<file path="src/rtl/fxp_mac.sv">
`default_nettype none
// ============================================================================
//  Module   : fxp_mac
//  Purpose  : Pipelined signed fixed-point multiply-accumulate. Accumulates
//             in*w products at full precision and, on the term flagged
//             last, emits one rounded (half-up), saturated result in the
//             input Q format. Optional ReLU clamps negative results to 0.
//  Revision : 1.0 - initial release
// ----------------------------------------------------------------------------
//  Ports
//    clk        rising-edge clock
//    reset      synchronous active-high reset
//    in_valid   in/w/in_last valid this cycle
//    in_last    final term of the current dot product (qualified by in_valid)
//    in, w      signed Q(DATA_W-FRAC_W).FRAC_W activation / weight
//    out        signed result in the same format, held until the next result
//    out_valid  one-cycle pulse, out is new
//    sat        out was saturated; valid with out_valid, held with out
//  Pipeline (term sampled at edge N):
//    N   input capture, N+1 product, N+2 accumulate, N+3 round/saturate
// ============================================================================
module fxp_mac #(
  parameter int DATA_W = 16,
  parameter int FRAC_W = 8,
  parameter int ACC_W  = 40,
  parameter int RELU   = 0
) (
  input  logic              clk,
  input  logic              reset,
  input  logic              in_valid,
  input  logic              in_last,
  input  logic [DATA_W-1:0] in,
  input  logic [DATA_W-1:0] w,
  output logic [DATA_W-1:0] out,
  output logic              out_valid,
  output logic              sat
);

  localparam int PROD_W = 2 * DATA_W;

  // Saturation bounds and rounding offset, expressed in the ACC_W+1 bit
  // domain where the rounded value is evaluated.
  localparam logic signed [ACC_W:0] MAX_POS =
    {{(ACC_W - DATA_W + 2){1'b0}}, {(DATA_W - 1){1'b1}}};
  localparam logic signed [ACC_W:0] MIN_NEG =
    {{(ACC_W - DATA_W + 2){1'b1}}, {(DATA_W - 1){1'b0}}};
  localparam logic signed [ACC_W:0] RND_HALF =
    (ACC_W + 1)'(1) << (FRAC_W - 1);

  // Input capture stage
  logic signed [DATA_W-1:0] a_q;
  logic signed [DATA_W-1:0] b_q;
  logic                     v0;
  logic                     l0;

  // Product stage
  logic signed [PROD_W-1:0] prod;
  logic                     v1;
  logic                     l1;

  // Accumulate stage
  logic signed [ACC_W-1:0]  acc;
  logic                     first;
  logic                     done;

  // Round / saturate (combinational, registered into out/sat)
  logic signed [ACC_W:0]    acc_ext;
  logic signed [ACC_W:0]    r;
  logic [DATA_W-1:0]        out_nxt;
  logic                     sat_nxt;

  always_ff @(posedge clk) begin
    if (reset) begin
      a_q       <= '0;
      b_q       <= '0;
      v0        <= 1'b0;
      l0        <= 1'b0;
      prod      <= '0;
      v1        <= 1'b0;
      l1        <= 1'b0;
      acc       <= '0;
      first     <= 1'b1;
      done      <= 1'b0;
      out       <= '0;
      sat       <= 1'b0;
      out_valid <= 1'b0;
    end else begin
      // in_last without in_valid must never reach the pipeline.
      v0 <= in_valid;
      l0 <= in_valid & in_last;
      if (in_valid) begin
        a_q <= in;
        b_q <= w;
      end

      v1   <= v0;
      l1   <= l0;
      prod <= PROD_W'(a_q) * PROD_W'(b_q);

      // Bubbles leave acc and first untouched; the term after a last
      // restarts the sum from zero instead of clearing acc separately.
      done <= v1 & l1;
      if (v1) begin
        acc   <= (first ? '0 : acc) + ACC_W'(prod);
        first <= l1;
      end

      out_valid <= done;
      if (done) begin
        out <= out_nxt;
        sat <= sat_nxt;
      end
    end
  end

  always_comb begin
    acc_ext = (ACC_W + 1)'(acc);
    // One extra bit keeps the +half offset from wrapping near the top.
    r       = (acc_ext + RND_HALF) >>> FRAC_W;
    out_nxt = r[DATA_W-1:0];
    sat_nxt = 1'b0;
    if (r > MAX_POS) begin
      out_nxt = {1'b0, {(DATA_W - 1){1'b1}}};
      sat_nxt = 1'b1;
    end else if (r < MIN_NEG) begin
      out_nxt = {1'b1, {(DATA_W - 1){1'b0}}};
      sat_nxt = 1'b1;
    end
    if ((RELU != 0) && (r < 0)) begin
      out_nxt = '0;
      sat_nxt = 1'b0;
    end
  end

endmodule
`default_nettype wire

</file>
<file path="config.mk">
export PLATFORM = sky130hd
export DESIGN_NAME = fxp_mac
export DESIGN_NICKNAME = d
export VERILOG_FILES = /design/src/rtl/fxp_mac.sv
export SDC_FILE = /design/constraint.sdc
export NUM_CORES = 1
export LEC_CHECK = 0
export CAP_MARGIN = 40
export CELL_PAD_IN_SITES_DETAIL_PLACEMENT = 1
export CELL_PAD_IN_SITES_GLOBAL_PLACEMENT = 1
export CORE_MARGIN = 2
export CORE_UTILIZATION = 54
export CTS_BUF_LIST = sky130_fd_sc_hd__clkbuf_2 sky130_fd_sc_hd__clkbuf_4 sky130_fd_sc_hd__clkbuf_8
export DETAILED_ROUTE_END_ITERATION = 8
export PLACE_DENSITY_LB_ADDON = 0.1
export SYNTH_ARGS = -nofsm -noshare
export SYNTH_HDL_FRONTEND = slang
export SYNTH_SLANG_ARGS = --single-unit
export TNS_END_PERCENT = 100
</file>
<file path="constraint.sdc">
create_clock -name clk -period 14.9 [get_ports clk]
set_input_delay 2.98 -clock clk [delete_from_list [all_inputs] [get_ports clk]]
set_output_delay 2.98 -clock clk [all_outputs]
set_load 0.02 [all_outputs]
</file>
==> flow_summary.yaml <==
# yosys + openroad results
pwr:
  p_leak_nw: 8.911
  max-vdd-ir-drop_v: 0.00005981
grt:
  grt.total_usage_pct: 31.29
  grt_pass1_wl_mm: 81.90
  grt_pass1_vias: 15520
  met2_usage_pct: 56.08
  grt_use_met1_pct: 39.17
  grtUsageMet3_pct: 3.495
detailed_routing:
  ant_nets: 0
  dr.pass1.iters: 7
  vias: 13830
  drtIter0Drc: 701
  wl_per_cell_um: 20.24
  route.top_layer_used: "met5"
  vias_per_cell: 5.686
  wl_met3_mm: 1.797
placed_design:
  port_buffers: 53
  dpl-instance-area_mm2: 0.01808
setup_path:
  crit_chain: "nand2_1, fa_1, inv_1, fa_1, fa_1, fa_1, fa_1, inv_1, fa_1, inv_1, ha_1, a21o_1, a21o_1, a21oi_1, inv_1, or4_1, o21ai_1, o21ai_0, nand3_1, or4b_1"
  cp.required_ps: 15270
  cp_top_family: "adder cells"
  rr_startpoint: "a_q[15]"
  cp_common_cell: "fa_1"
  startpoint_type: "flip-flop"
final_timing:
  worstMarginPinSlew_ps: 903.5
  hold_viol_final: 0
  maxSlewViolCount: 0
  fin_ws_ps: 7586
  setup_violations: 0
cts:
  clkTransAtPathRegs_ps: 90
  post_cts_buffers: 0
  postCtsHoldBufs: 0
logic_synthesis:
  syn_inst: 2014
  flop_cell: "dfxtp_1"
hold_path:
  hold_path_end: "v1"
cells_and_area:
  regArea_mm2: 0.002564
job:
  maxCapViolations: 0
status:
  status: "completed"
-- cells in the mapped netlist (13+ instances only) --
| cell type | n | area share [%] |
|---|---|---|
| nand3_1 | 43 | 1.2 |
| clkbuf_1 | 64 | 1.4 |
| and3_1 | 15 | 0.54 |
| inv_1 | 348 | 7.6 |
| a21oi_1 | 71 | 2.1 |
| mux2i_1 | 48 | 2.8 |
| xor2_1 | 20 | 1.0 |
| o21ai_0 | 44 | 1.3 |
| o22ai_1 | 15 | 0.54 |
| nor2_1 | 157 | 3.4 |
| fa_1 | 263 | 30 |
| nor2b_1 | 49 | 1.8 |
| ha_1 | 122 | 8.8 |
| and2_1 | 135 | 4.9 |
| nand2b_1 | 13 | 0.47 |
| xnor2_1 | 55 | 2.8 |
| a21o_1 | 33 | 1.4 |
| nand2_1 | 202 | 4.4 |
| dfxtp_1 | 128 | 15 |
| nor3_1 | 17 | 0.49 |
-- logic make-up (layout without fill, tap and decap cells) --
family	after synthesis	after routing	share of synthesized area [%]
AND-OR/OR-AND	268	268	10.13
XOR/XNOR	75	75	3.802
adder cells (fa/ha/maj)	385	385	39.31
buffers and inverters	427	443	9.335
flip-flops	128	128	14.83
multiplexers	52	52	3.063
other	0	1	0
AND/OR/NAND/NOR	679	679	19.53
-- power breakdown --
part           internal [mW]  switching (mW)
Combinational          0.215           0.310
Sequential             0.374          0.0522
Clock                  0.190           0.170
Total                  0.779           0.532
-- cell type report --
cell class	instances	area share [%]
clock inverters	14	1.100
inverters	349	7.068
repair buffers	62	3.254
clock buffers	18	1.337
flip-flops and latches	128	13.83
well taps	402	2.714
diodes	1	0.01350
multi-input cells	1459	70.68
-- flip-flops by register name, indices dropped and copies added (netlist names) --
signal     count
b_q           16
prod          32
a_q           16
done           1
l1             1
out           16
first          1
v1             1
v0             1
out_valid      1
sat            1
acc           40
l0             1
### Sequential cells coloured by netlist name

Other sequential cells in the stronger grey, the rest of the logic in the fainter grey.
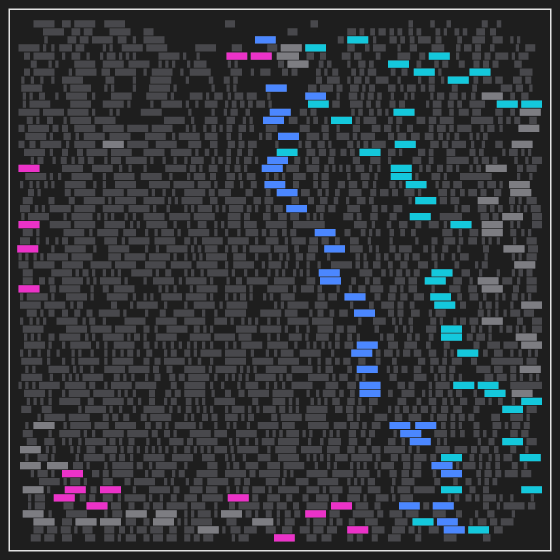
| colour | signal | placed flops |
|---|---|---|
| cyan | acc | 40 |
| blue | prod | 32 |
| magenta | b_q | 16 |
Core Util, Final: 58.74%
Seq area share: 13.83%
Seq group: 427 uW

### Cell classes on the final placement

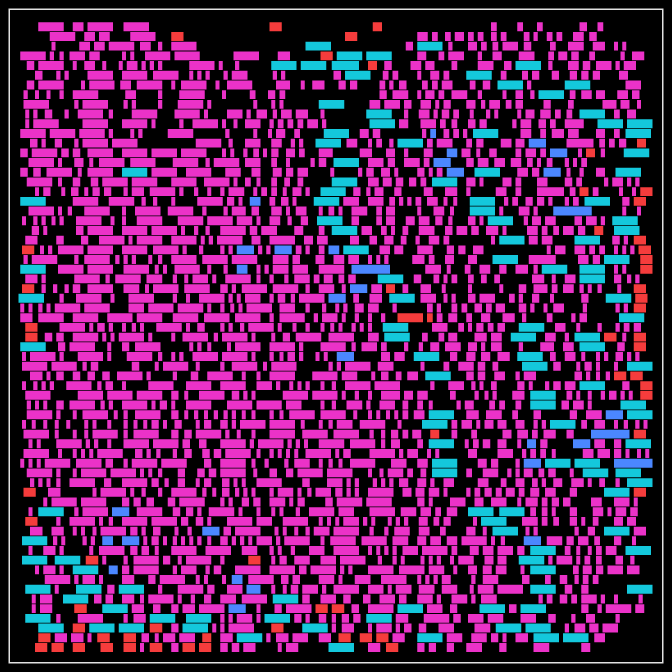
| colour | class | cells |
|---|---|---|
| magenta | combinational and other logic | 1808 |
| cyan | sequential cells | 128 |
| blue | clock drivers and dummy loads | 32 |
| red | remaining buffers and delay cells | 62 |
Site Rows: 65
Post-Layout Inst Area: 0.01854 mm2
core area: 0.03156 mm2

### Routed clock nets over the placement

Scale bar: 50 um.
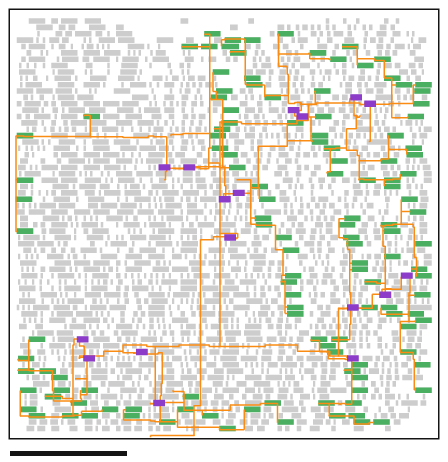
[green] flip-flops | count: 128
[orange] clock wires | length: 2210 um
[purple] clock drivers | count: 17
routed clock nets: 18
flops lie: all over the die
Fin Clk Skew: 16.51 ps
Clk power: 360 uW
Clock power frac: 27.4%
Clock Latency Late Sink: 500 ps

### The clock network

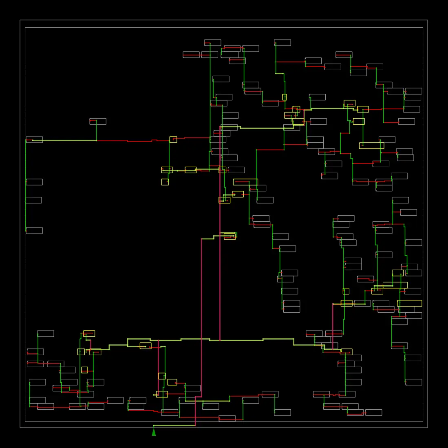
CTS Sinks: 128
cts bufs inserted: 17

Power and IR drop assume default switching activity.
